## config.mk

```make
export PLATFORM = sky130hd
export DESIGN_NAME = mtimer
export DESIGN_NICKNAME = d
export VERILOG_FILES = /design/src/rtl/mtimer_pkg.sv /design/src/rtl/mtimer_prescaler.sv /design/src/rtl/mtimer.sv
export SDC_FILE = /design/constraint.sdc
export NUM_CORES = 1
export LEC_CHECK = 0
export CAP_MARGIN = 25
export CORE_UTILIZATION = 30
export DETAILED_ROUTE_END_ITERATION = 10
export HOLD_SLACK_MARGIN = 0.06
export SYNTH_ARGS = -nofsm -noshare
export SYNTH_HDL_FRONTEND = slang
export SYNTH_SLANG_ARGS = --single-unit
```

## constraint.sdc

```tcl
create_clock -name clock -period 7.37 [get_ports clock]
set_input_delay 2.211 -clock clock [delete_from_list [all_inputs] [get_ports clock]]
set_output_delay 2.211 -clock clock [all_outputs]
set_load 0.01 [all_outputs]
```

## src/rtl/mtimer_pkg.sv

```systemverilog
// Shared register map, control-bit index and reset default for the machine timer.
// Also holds the byte-strobe merge used by every writable register.
package mtimer_pkg;

    localparam logic [4:0] ADDR_CR        = 5'h00;
    localparam logic [4:0] ADDR_MTIMEL    = 5'h04;
    localparam logic [4:0] ADDR_MTIMEH    = 5'h08;
    localparam logic [4:0] ADDR_MTIMECMPL = 5'h0C;
    localparam logic [4:0] ADDR_MTIMECMPH = 5'h10;
    localparam logic [4:0] ADDR_PRESC     = 5'h14;

    localparam int CR_EN = 0;

    localparam logic [63:0] DEFAULT_RESET_MTIMECMP = 64'hFFFF_FFFF_FFFF_FFFF;

    function automatic logic [31:0] apply_strobe(
        input logic [31:0] old_val,
        input logic [31:0] new_val,
        input logic [3:0]  strobe
    );
        logic [31:0] merged;
        for (int i = 0; i < 4; i++) begin
            merged[8*i +: 8] = strobe[i] ? new_val[8*i +: 8] : old_val[8*i +: 8];
        end
        return merged;
    endfunction

endpackage

```

## src/rtl/mtimer_prescaler.sv

```systemverilog
// Tick generator: pulses once every presc+1 enabled cycles; combinational tick, no backpressure.
// Counter holds while disabled and restarts from 0 when the divisor is rewritten.
module mtimer_prescaler (
    input  logic        clock,
    input  logic        reset,
    input  logic        enable,
    input  logic [15:0] presc,
    input  logic        clear,
    output logic        tick
);

    logic [15:0] count;

    assign tick = enable && (count == presc);

    always_ff @(posedge clock) begin
        if (reset) begin
            count <= 16'd0;
        end else if (clear) begin
            count <= 16'd0;
        end else if (enable) begin
            count <= tick ? 16'd0 : count + 16'd1;
        end
    end

endmodule

```

## src/rtl/mtimer.sv

```systemverilog
// Machine timer: 64-bit mtime/mtimecmp with level irq_timer; prescaler under MTIMER_PRESCALER_EN.
// Latency: read/write acks one cycle after request, irq one cycle after condition; never stalls.
module mtimer
    import mtimer_pkg::*;
#(
    parameter logic [63:0] RESET_MTIMECMP = DEFAULT_RESET_MTIMECMP
) (
    input  logic        clock,
    input  logic        reset,
    input  logic [31:0] rw_address,
    output logic [31:0] read_data,
    input  logic        read_request,
    output logic        read_response,
    input  logic [31:0] write_data,
    input  logic [3:0]  write_strobe,
    input  logic        write_request,
    output logic        write_response,
    output logic        irq_timer
);

    logic [4:0]  reg_addr;
    logic [63:0] mtime;
    logic [63:0] mtimecmp;
    logic [63:0] mtime_inc;
    logic [63:0] mtime_nxt;
    logic [31:0] rd_mux;
    logic        cr_en;
    logic        tick;
    logic        wr_cr, wr_mtimel, wr_mtimeh, wr_cmpl, wr_cmph;
    logic        unused_addr_bits;

    // Word-aligned offset; the bus has already decoded the upper address bits.
    assign reg_addr         = {rw_address[4:2], 2'b00};
    assign unused_addr_bits = ^{rw_address[31:5], rw_address[1:0]};

    assign wr_cr     = write_request && (reg_addr == ADDR_CR);
    assign wr_mtimel = write_request && (reg_addr == ADDR_MTIMEL);
    assign wr_mtimeh = write_request && (reg_addr == ADDR_MTIMEH);
    assign wr_cmpl   = write_request && (reg_addr == ADDR_MTIMECMPL);
    assign wr_cmph   = write_request && (reg_addr == ADDR_MTIMECMPH);

`ifdef MTIMER_PRESCALER_EN
    logic [15:0] presc;
    logic        wr_presc;

    assign wr_presc = write_request && (reg_addr == ADDR_PRESC);

    mtimer_prescaler u_prescaler (
        .clock  (clock),
        .reset  (reset),
        .enable (cr_en),
        .presc  (presc),
        .clear  (wr_presc),
        .tick   (tick)
    );

    always_ff @(posedge clock) begin
        if (reset) begin
            presc <= 16'd0;
        end else if (wr_presc) begin
            presc <= apply_strobe({16'd0, presc}, write_data, write_strobe) >> 0 & 32'h0000_FFFF;
        end
    end
`else
    assign tick = cr_en;
`endif

    assign mtime_inc = tick ? mtime + 64'd1 : mtime;

    // A software write overrides only its strobed bytes; everything else keeps the increment.
    always_comb begin
        mtime_nxt = mtime_inc;
        if (wr_mtimel) begin
            mtime_nxt[31:0] = apply_strobe(mtime_inc[31:0], write_data, write_strobe);
        end
        if (wr_mtimeh) begin
            mtime_nxt[63:32] = apply_strobe(mtime_inc[63:32], write_data, write_strobe);
        end
    end

    always_comb begin
        rd_mux = 32'd0;
        case (reg_addr)
            ADDR_CR:        rd_mux = {31'd0, cr_en};
            ADDR_MTIMEL:    rd_mux = mtime[31:0];
            ADDR_MTIMEH:    rd_mux = mtime[63:32];
            ADDR_MTIMECMPL: rd_mux = mtimecmp[31:0];
            ADDR_MTIMECMPH: rd_mux = mtimecmp[63:32];
`ifdef MTIMER_PRESCALER_EN
            ADDR_PRESC:     rd_mux = {16'd0, presc};
`endif
            default:        rd_mux = 32'd0;
        endcase
    end

    always_ff @(posedge clock) begin
        if (reset) begin
            mtime          <= 64'd0;
            mtimecmp       <= RESET_MTIMECMP;
            cr_en          <= 1'b0;
            read_data      <= 32'd0;
            read_response  <= 1'b0;
            write_response <= 1'b0;
            irq_timer      <= 1'b0;
        end else begin
            mtime          <= mtime_nxt;
            read_response  <= read_request;
            write_response <= write_request;
            irq_timer      <= cr_en && (mtime >= mtimecmp);
            if (read_request) begin
                read_data <= rd_mux;
            end
            if (wr_cr && write_strobe[0]) begin
                cr_en <= write_data[CR_EN];
            end
            if (wr_cmpl) begin
                mtimecmp[31:0] <= apply_strobe(mtimecmp[31:0], write_data, write_strobe);
            end
            if (wr_cmph) begin
                mtimecmp[63:32] <= apply_strobe(mtimecmp[63:32], write_data, write_strobe);
            end
        end
    end

endmodule

```

### Sequential cells colored by netlist name, run 1

Drawn at 3 px/um. Other sequential cells in the stronger gray, the rest of the logic in the fainter gray.
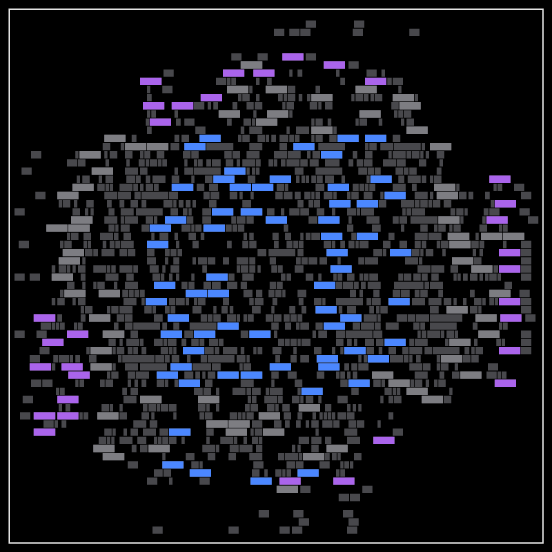
- read_data: purple (flops 32; where widely spread)
- mtime: blue (flops 64; where middle)
- not colored: 68
flop share of the area: 0.300
post-layout util: 0.365

### Signal wires by layer, run 1

Drawn at 3 px/um. Two of the layers only.
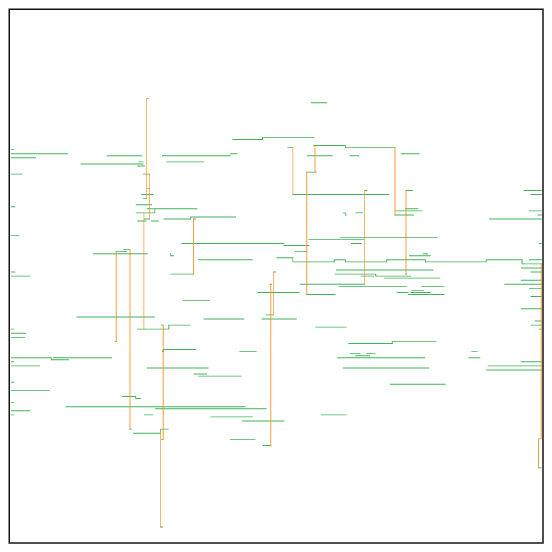
- metal 4: orange (wire length 548 um)
- metal 3: green (wire length 1400 um)
wire per inst: 18.0 um
Total GRT Usage: 0.185

### Track usage over the die, run 1

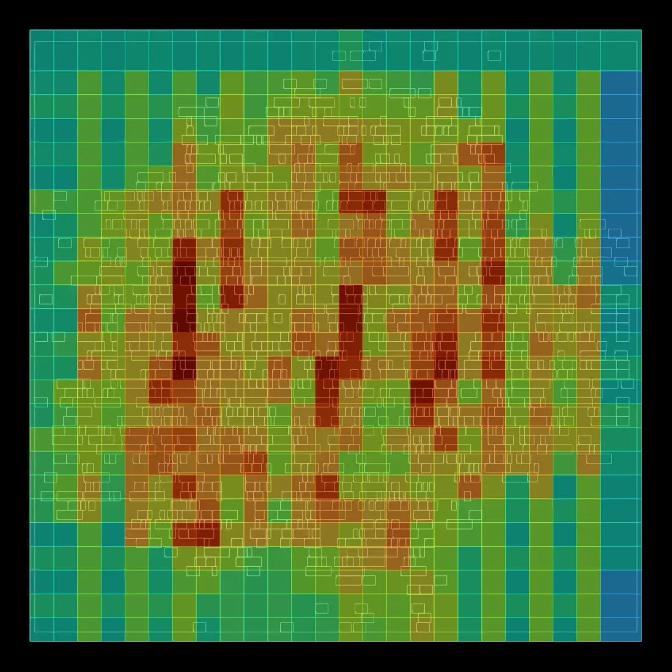
met3 Usage GRT: 0.0343
met2 Usage GRT: 0.298

### Met4 routing, run 1

Drawn at 3 px/um. Supply wires on this layer in gray.
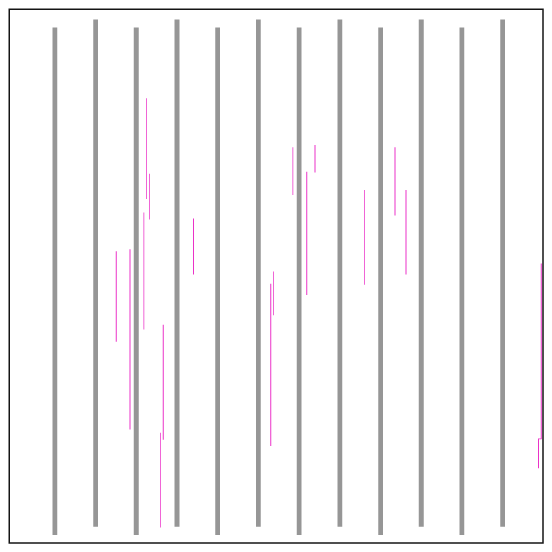
- nets with wire on the layer: 13
- wire length on this layer: 548 um
- longest straight run: 59.8 um
- share of all routed wire: 1.9%
- main direction: vertical
Vias: 8656
DRT Wirelength: 28500 um

==> flow_metrics.py, run 1 <==
# Flow results
metrics = {
    "yosys": {
        "common_cells": "dfxtp_1 (164), nor2_1 (115), nand2_1 (109), a21oi_1 (90), inv_1 (73)",
        "syn-cell-area_sq_um": 9240,
        "ys.flops": 164,
        "synthFlopType": "dfxtp_1",
        "synth_area_leader_cell": "dfxtp_1",
        "syn_area_per_cell_sq_um": 8.07,
        "ys_cells": 1144,
        "ys_warn_count": 0,
        "synthCells": 1144,
        "edf_count": 0,
        "fp_nets": 1281,
        "async_flop_share": 0,
        "synth_seq_share": 0.356,
        "yosysUniqueCellTypes": 51,
        "top_cell": "dfxtp_1",
        "ys_chip_area_sq_um": 9240,
        "top_cell_area_share": 0.356,
        "top_cells_by_area": "dfxtp_1 (36%), ha_1 (8.8%), o211ai_1 (5.4%)",
    },
    "finish": {
        "reg_top3": "mtime (64), mtimecmp (64), read_data (32)",
        "comb_area_frac": 0.493,
        "fin_area_sq_um": 10900,
        "nets": 1318,
        "drive_gt1_frac": 0.0578,
        "antennaDiodeCount": 0,
        "seq_cells": 164,
        "inverters": 74,
        "final-comb-area_sq_um": 5390,
        "bufAreaShareNonClock": 0.0823,
        "clk_share": 0.0548,
        "most-common-layout-cells": "dfxtp_1 (164), nor2_1 (115), nand2_1 (109)",
        "area.growth.synth_to_final_pct": 18.5,
        "clock_buffer_count": 19,
        "buffers": 92,
        "layout.cells.most_common": "dfxtp_1",
        "fin_cells": 1584,
        "largest_class": "combinational gates",
        "fill_cells": 3117,
        "seq_area_sq_um": 3280,
        "logic_gate_count": 832,
    },
    "floorplan": {
        "dieWidth_um": 177,
        "coreArea_sq_um": 30000,
        "taps": 390,
        "fp.dieH_um": 177,
        "chipArea_sq_um": 31500,
        "floorplanUtilization": 0.308,
        "core.rowCount": 63,
        "ios": 107,
    },
    "status": {
        "status": "completed",
    },
    "setup_path": {
        "critical_path_class": "in -> reg",
        "cp_slowest_cell": "clkdlybuf4s50_1",
        "path_cells": "clkdlybuf4s50_1 -> nor3b_2 -> buf_4 -> nand3_1 -> and3_1 -> mux2i_1 -> o21ai_0",
        "critPathMaxFanout": 36,
        "path_delay_family": "simple AND/OR/NAND/NOR gates",
        "worst-path-buf-inv": 2,
        "crit_path_start_kind": "input port",
        "crit_arrival_ns": 4.75,
        "slowest_delay_ns": 0.70,
        "worstSetupEndpointType": "flop",
        "required_ns": 7.66,
    },
    "global_route": {
        "overflow": 0,
        "grt_max_degree": 93,
        "grt_pass1_wl_um": 45400,
        "grt_use_met1": 0.249,
        "antenna_found_initial": 0,
        "grt_pass1_vias": 8242,
        "top_usage_layer": "met2",
    },
    "placed_design": {
        "preCtsSetupSlack_ns": 2.49,
        "dp_hpwl_um": 20600,
        "numPortBuffers": 77,
        "place_area_sq_um": 10300,
        "gp_congestion": 0.900,
        "dp.cells": 1549,
    },
    "sta": {
        "finalSetupTns_ns": 0,
        "max_freq_ghz": 0.224,
        "hold_violations": 0,
        "setup_viol_count_final": 0,
        "maxSlewViolCount": 0,
        "rsz0062_at_grt": "no",
        "relSlewSlack": 0.319,
        "tightestPinTransition_ns": 1.02,
        "finalClockSkew_ns": 0.0201,
        "finalCritPeriodShare": 0.606,
        "whs_ns": 0.489,
        "worst_slack_ns": 2.91,
        "period_minus_slack_ns": 4.46,
    },
    "cts": {
        "cts_buffers": 17,
        "cts.path.max_buffers": 2,
        "clk_latency_ns": 0.44,
        "cts.sinks": 164,
        "holdBufCountCts": 0,
        "clockRootBuffer": "clkbuf_16",
        "cts_setup_buffers": 0,
        "cts_tree": "built",
        "cts.reportedPaths.clkPinSlew_ns": 0.07,
        "postCtsResizedCells": 0,
        "h-tree-depth": 4,
    },
    "detailed_routing": {
        "first_pass_iters": 5,
        "route.met3.wl_um": 1400,
        "drt-initial-drc-count": 571,
        "drc": 0,
        "ant_nets": 0,
        "route.top_layer_used": "met4",
        "wl_met2_um": 13200,
        "vias_per_cell": 5.46,
        "met1_length_um": 13300,
    },
    "job": {
        "max_cap_viol_count": 0,
        "warning_count": 55,
    },
    "power_and_ir_drop": {
        "total_power_w": 0.00202,
        "peakVddDrop_mv": 0.152,
        "p_leak_nw": 4.25,
        "p_per_area_nw_per_um2": 185,
    },
    "worst_hold_path": {
        "holdCritPathClass": "reg -> reg",
    },
}
-- run 1: cells by family after synthesis --
kind of cell | synth area share
mux | 0.00759
xor+xnor | 0.0531
fa+ha+maj | 0.0881
compound gates | 0.226
buf+inv | 0.0618
flops | 0.356
simple gates | 0.208
-- run 1: power breakdown --
part | switching [W] | leakage (nW) | internal (W)
logic | 0.0000996 | 2.63 | 0.0000714
registers | 0.0000234 | 1.33 | 0.000908
clock network | 0.000400 | 0.291 | 0.000522
-- run 1: worst paths after layout --
check                           cells after the start           from  slack (ns)             to
worst max-delay path                                7  rw_address[3]        2.91      mtime[58]
worst min-delay path                                2  read_data[22]        0.49  read_data[22]
worst max register to register                      7          cr_en        4.22      mtime[47]
worst min register to register                      2  read_data[22]        0.49  read_data[22]
==> run 1 -> run 2 <==
- clock period: 7.37 -> 3.67 ns (I/O delays scaled with it)
### Track usage over the die, run 2

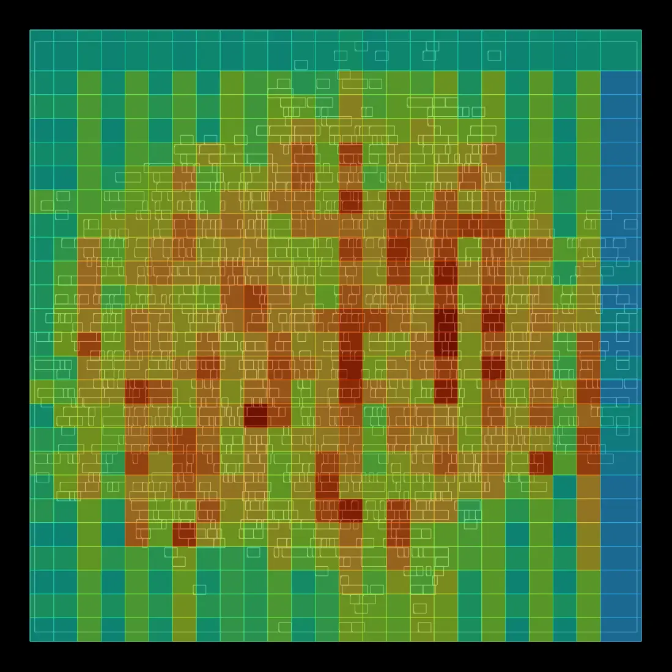
met3 Usage GRT: 0.0281
wire per inst: 17.9 um
post-layout util: 0.368
Global Route met1 Usage: 0.257
met2 Usage GRT: 0.306

==> run 2 against run 1 <==
Against the previous run: die size did not move; synthesized cell count unchanged; via count is 1.2% lower; wire length grew 0.10%; critical endpoint is now mtime[38]; largest cell class unchanged.
==> flow_metrics.py, run 2 <==
# Flow results
metrics = {
    "placed_design": {
        "numPortBuffers": 77,
        "preCtsSetupSlack_ns": 0.293,
        "gp_congestion": 0.921,
        "dp.cells": 1561,
    },
    "finish": {
        "most-common-layout-cells": "dfxtp_1 (164), nor2_1 (115), nand2_1 (109)",
        "area.growth.synth_to_final_pct": 19.3,
        "fin_cells": 1593,
        "drive_gt1_frac": 0.0623,
        "reg_top3": "mtime (64), mtimecmp (64), read_data (32)",
        "final-comb-area_sq_um": 5390,
        "layout.cells.most_common": "dfxtp_1",
        "antennaDiodeCount": 0,
        "fill_cells": 3116,
    },
    "sta": {
        "relSlewSlack": 0.433,
        "worst_slack_ns": 0.655,
        "hold_violations": 0,
        "finalSetupTns_ns": 0,
        "whs_ns": 0.493,
        "period_minus_slack_ns": 3.02,
        "max_freq_ghz": 0.332,
        "rsz0062_at_grt": "no",
        "finalCritPeriodShare": 0.822,
    },
    "detailed_routing": {
        "route.met3.wl_um": 1240,
        "first_pass_iters": 6,
        "drc": 0,
        "totalWireLength_um": 28500,
        "vias": 8552,
        "met1_length_um": 13600,
        "route.top_layer_used": "met4",
        "ant_nets": 0,
        "drt-initial-drc-count": 594,
    },
    "setup_path": {
        "cp.depth": 6,
        "worst-path-buf-inv": 2,
        "r2r-start": "mtime[3]",
        "path_delay_family": "simple AND/OR/NAND/NOR gates",
        "critPathMaxFanout": 35,
        "critical_path.endpoint": "mtime[38]",
        "crit_arrival_ns": 3.30,
        "reg2reg_slack_ns": 0.85,
        "crit_path_start_kind": "input port",
    },
    "cts": {
        "clk_latency_ns": 0.44,
        "cts_tree": "built",
        "cts.reportedPaths.clkPinSlew_ns": 0.07,
        "cts_buffers": 17,
        "cts.sinks": 164,
        "cts.path.max_buffers": 2,
    },
    "global_route": {
        "grt_max_degree": 56,
        "grt_pass1_wl_um": 46200,
        "antenna_found_initial": 0,
        "top_usage_layer": "met2",
        "grt.total_usage": 0.187,
    },
    "floorplan": {
        "dieWidth_um": 177,
        "core.rowCount": 63,
        "coreArea_sq_um": 30000,
        "fp.dieH_um": 177,
        "floorplanUtilization": 0.308,
    },
    "yosys": {
        "edf_count": 0,
        "top_cell_area_share": 0.356,
        "xor_share": 0.0531,
        "synth_area_leader_cell": "dfxtp_1",
        "ys_warn_count": 0,
        "ys_cells": 1144,
        "logic_family": "AND-OR/OR-AND gates",
        "ys_chip_area_sq_um": 9240,
        "common_cells": "dfxtp_1 (164), nor2_1 (115), nand2_1 (109), a21oi_1 (90), inv_1 (73)",
        "fp_nets": 1281,
        "synth_seq_share": 0.356,
        "top_cell": "dfxtp_1",
        "yosysUniqueCellTypes": 51,
        "async_flop_share": 0,
        "ys.flops": 164,
        "synth-compound-area-share": 0.226,
        "syn-cell-area_sq_um": 9240,
        "ys_sh_simple": 0.208,
    },
    "worst_hold_path": {
        "hold_depth": 2,
        "holdCritPathClass": "reg -> reg",
        "hold_end": "read_data[31]",
        "min_from": "read_data[31]",
    },
    "power_and_ir_drop": {
        "p_leak_nw": 4.29,
        "p_per_area_nw_per_um2": 372,
        "peakVddDrop_mv": 0.295,
        "total_power_w": 0.00410,
    },
    "status": {
        "status": "completed",
    },
    "job": {
        "max_cap_viol_count": 0,
        "warning_count": 55,
    },
}
run 2: cell count changes in the layout (fill, tap and decap cells not counted), moves of 2 or more:
cell	previous run	this run
buf_4	15	23
inv_6	4	0
clkinv_4	3	5
buf_12	0	2
clkbuf_1	0	3
run 2: report_power, final:
| part | switching, W | total [W] | internal, W |
|---|---|---|---|
| clock network | 0.000787 | 0.00188 | 0.00109 |
| logic | 0.000201 | 0.000346 | 0.000146 |
| registers | 0.0000451 | 0.00187 | 0.00182 |
| total | 0.00103 | 0.00410 | 0.00306 |
run 2: cell type report:
class | instances | share of cell area
Tap cell | 390 | 0.0443
Sequential cell | 164 | 0.298
Multi-Input combinational cell | 832 | 0.489
Timing Repair Buffer | 101 | 0.0883
Clock buffer | 21 | 0.0409
Clock inverter | 11 | 0.0140
Inverter | 74 | 0.0252
Power figures rest on the tool's default switching activity, not on a simulated workload.
